==> src/rtl/seq_shift_unit.sv <==
// ============================================================================
//  Module      : seq_shift_unit
//  Description : Multi-cycle shift/rotate engine with valid/ready request and
//                response channels; moves the operand one bit per clock.
//  Revision    : 1.0 - initial release
// ============================================================================
`default_nettype none

module seq_shift_unit #(
    parameter int WIDTH = 32,
    parameter int SHW   = 5
) (
    input  logic             clk,
    input  logic             rst,
    input  logic             in_valid,
    output logic             in_ready,
    input  logic [WIDTH-1:0] in_data,
    input  logic [SHW-1:0]   in_amt,
    input  logic             in_dir,
    input  logic [1:0]       in_mode,
    output logic             out_valid,
    input  logic             out_ready,
    output logic [WIDTH-1:0] out_data,
    output logic             busy
);

    localparam logic [1:0]     c_MODE_ARITH = 2'b01;
    localparam logic [1:0]     c_MODE_ROT   = 2'b10;
    localparam logic [SHW-1:0] c_CNT_ONE    = SHW'(1);
    localparam logic [SHW-1:0] c_CNT_ZERO   = '0;

    typedef enum logic [1:0] {
        S_IDLE  = 2'd0,
        S_SHIFT = 2'd1,
        S_DONE  = 2'd2
    } state_t;

    state_t           r_state;
    logic [WIDTH-1:0] r_data;
    logic [SHW-1:0]   r_cnt;
    logic             r_dir;
    logic [1:0]       r_mode;
    logic [WIDTH-1:0] r_out_data;
    logic             r_in_ready;
    logic             r_out_valid;
    logic             r_busy;
    logic [WIDTH-1:0] w_step;

    // One-position step; reserved mode 11 falls through to logical.
    always_comb begin
        w_step = r_data;
        if (r_mode == c_MODE_ROT) begin
            if (r_dir) w_step = {r_data[0], r_data[WIDTH-1:1]};
            else       w_step = {r_data[WIDTH-2:0], r_data[WIDTH-1]};
        end else if (r_dir) begin
            if (r_mode == c_MODE_ARITH) w_step = {r_data[WIDTH-1], r_data[WIDTH-1:1]};
            else                        w_step = {1'b0, r_data[WIDTH-1:1]};
        end else begin
            w_step = {r_data[WIDTH-2:0], 1'b0};
        end
    end

    always_ff @(posedge clk) begin
        if (rst) begin
            r_state     <= S_IDLE;
            r_data      <= '0;
            r_cnt       <= '0;
            r_dir       <= 1'b0;
            r_mode      <= 2'b00;
            r_out_data  <= '0;
            r_in_ready  <= 1'b1;
            r_out_valid <= 1'b0;
            r_busy      <= 1'b0;
        end else begin
            case (r_state)
                S_IDLE: begin
                    if (in_valid) begin
                        r_data     <= in_data;
                        r_cnt      <= in_amt;
                        r_dir      <= in_dir;
                        r_mode     <= in_mode;
                        r_in_ready <= 1'b0;
                        r_busy     <= 1'b1;
                        if (in_amt == c_CNT_ZERO) begin
                            r_state     <= S_DONE;
                            r_out_data  <= in_data;
                            r_out_valid <= 1'b1;
                        end else begin
                            r_state <= S_SHIFT;
                        end
                    end
                end
                S_SHIFT: begin
                    r_data <= w_step;
                    r_cnt  <= r_cnt - c_CNT_ONE;
                    // The result register is loaded only as the last step lands,
                    // so it keeps the previous result throughout SHIFT.
                    if (r_cnt == c_CNT_ONE) begin
                        r_state     <= S_DONE;
                        r_out_data  <= w_step;
                        r_out_valid <= 1'b1;
                    end
                end
                S_DONE: begin
                    if (out_ready) begin
                        r_state     <= S_IDLE;
                        r_out_valid <= 1'b0;
                        r_busy      <= 1'b0;
                        r_in_ready  <= 1'b1;
                    end
                end
                default: begin
                    r_state     <= S_IDLE;
                    r_out_valid <= 1'b0;
                    r_busy      <= 1'b0;
                    r_in_ready  <= 1'b1;
                end
            endcase
        end
    end

    assign in_ready  = r_in_ready;
    assign out_valid = r_out_valid;
    assign out_data  = r_out_data;
    assign busy      = r_busy;

endmodule

`default_nettype wire

==> config.mk <==
export PLATFORM = sky130hd
export DESIGN_NAME = seq_shift_unit
export DESIGN_NICKNAME = d
export VERILOG_FILES = /design/src/rtl/seq_shift_unit.sv
export SDC_FILE = /design/constraint.sdc
export NUM_CORES = 1
export LEC_CHECK = 0
export CAP_MARGIN = 0
export CELL_PAD_IN_SITES_DETAIL_PLACEMENT = 1
export CELL_PAD_IN_SITES_GLOBAL_PLACEMENT = 1
export CORE_MARGIN = 4
export CORE_UTILIZATION = 40
export CTS_BUF_LIST = sky130_fd_sc_hd__clkbuf_16
export DETAILED_ROUTE_END_ITERATION = 8
export PLACE_DENSITY_LB_ADDON = 0.1
export SLEW_MARGIN = 10
export SYNTH_ARGS = -nofsm -noshare
export SYNTH_HDL_FRONTEND = slang
export SYNTH_SLANG_ARGS = --single-unit
==> constraint.sdc <==
create_clock -name clk -period 3.1 [get_ports clk]
set_clock_uncertainty 0.05 [all_clocks]
set_input_delay 0.62 -clock clk [delete_from_list [all_inputs] [get_ports clk]]
set_output_delay 0.62 -clock clk [all_outputs]
set_load 0.05 [all_outputs]
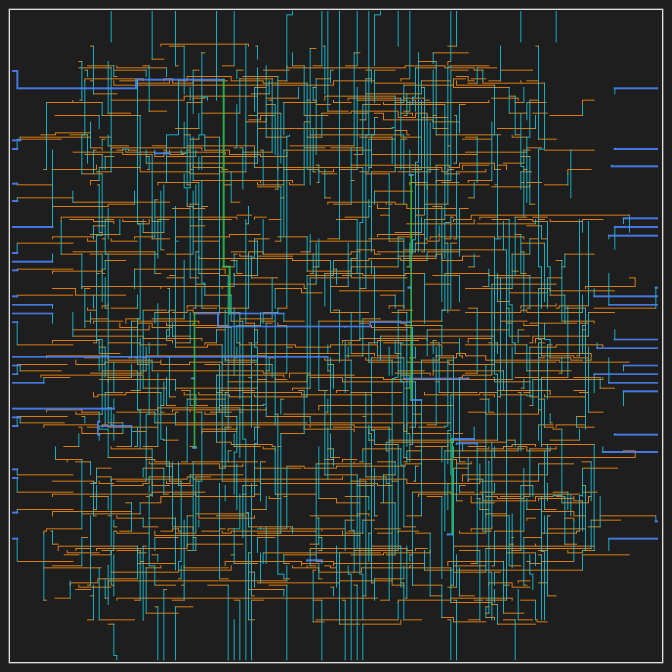
(metal layers overlaid)
met4 -> green  # wire length 109 um
met1 -> orange  # wire length 4990 um
met2 -> cyan  # wire length 4720 um
met3 -> blue  # wire length 347 um

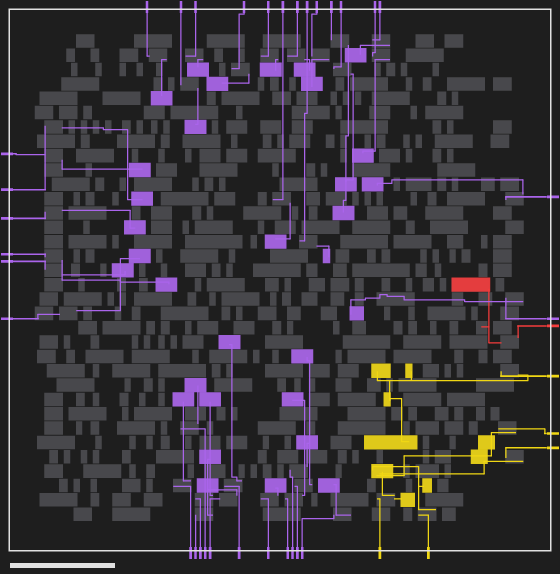
(nets reached from selected ports)
Scale bar: 20 um.
in_ready -> red  # bits 1, direction output, edge east, end cells 1, wire 21.4 um
in_amt -> yellow  # bits 5, direction input, edge 3 east, 2 south, end cells 9, wire 191 um
in_data -> purple  # bits 32, direction input, edge 13 north, 11 south, 6 west, 2 east, end cells 32, wire 890 um

==> summary.txt <==
run results: Cells after Synth=428, die width=102 um, Crit-path slowest cell=or3b_1, initial antenna violation count=0, H-tree depth=3, Final Cell Area=approximately 4800 um2, syn avg cell area=~8.3 um2, Leak=1.73 nW, Sink Count=77, CORE AREA=8680 um2, Final setup viols=0, routing usage on met3=2.94%, Synth Cell Area=3570 um2, PD cells=566 nW/um2, outcome=complete, no violations, CTS buffer count=9, post-route ant nets=0, postcts setup bufs=0, GRT Total Usage=20.3%, non-filler cells, final=607, critical-path cell list=clkdlybuf4s50_1 > or3b_1 > o32a_1 > buf_4 > nand3_1 > o21ai_0, drt first pass iters=4, Worst Setup EP=out_data[31], dpl cell area=4450 um2, antenna cells=0, Critical R2R Capture=out_data[31], Crit. path cell count=6, FMAX=around 0.42 GHz, GR met1 Demand/Resource=27.9%, crit path from=in_valid, GRT overflow=0, # clk buffers=9, Post-synth area hogs=dfxtp_1, mux2_2, nand2_1, a21oi_1, clkbuf_1, CP Data Required Time=3.24 ns, placed insts=approximately 600, Hold Path Sink=out_data[25], syn_nets=474
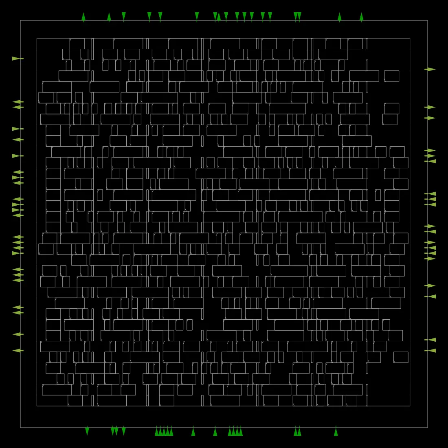
(placement view)
sequential cell area share: 32.4%
Flops: 77
fin util: 54.9%
TAP cells: 108

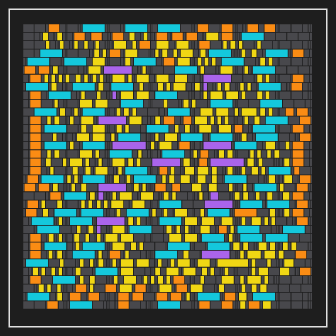
(cells colored by class)
Fill, decap, tap and diode cells in gray.
flops -> cyan  # cells 77, share of their area 33%
other buffers and delay cells -> orange  # cells 87, share of their area 19%
all other logic -> yellow  # cells 319, share of their area 41%
clock drivers and dummy loads -> purple  # cells 16, share of their area 6.7%

[where the power goes]
group          total [W]  internal [W]  switching [W]
Clock            0.00109      0.000695       0.000396
Combinational   0.000501      0.000230       0.000271
Sequential       0.00111       0.00106      0.0000502
[cell usage after synthesis, drive strengths merged]
cell and number:
nor2b 2, inv 4, o211ai 2, nand2b 1
or4 2, nand3 5, nand2 135, or3b 1
or4b 1, ha 2, nand4b 2, a311oi 1
o2111ai 1, a2bb2oi 3, nand4 1, a211oi 2
o32ai 1, nor3b 1, buf 7, mux2 60
a21oi 71, or2 1, clkbuf 25, o21ai 6
or3 2, o32a 1, nor4bb 1, dfxtp 77
a31oi 1, nor2 9
[metal layers]
metal,up-vias,routed length (um)
met3,11,346
met1,1523,4990
met2,64,4720
li1,1581,-
met4,0,109
met5,-,0
Power figures rest on the tool's default switching activity, not on a simulated workload.
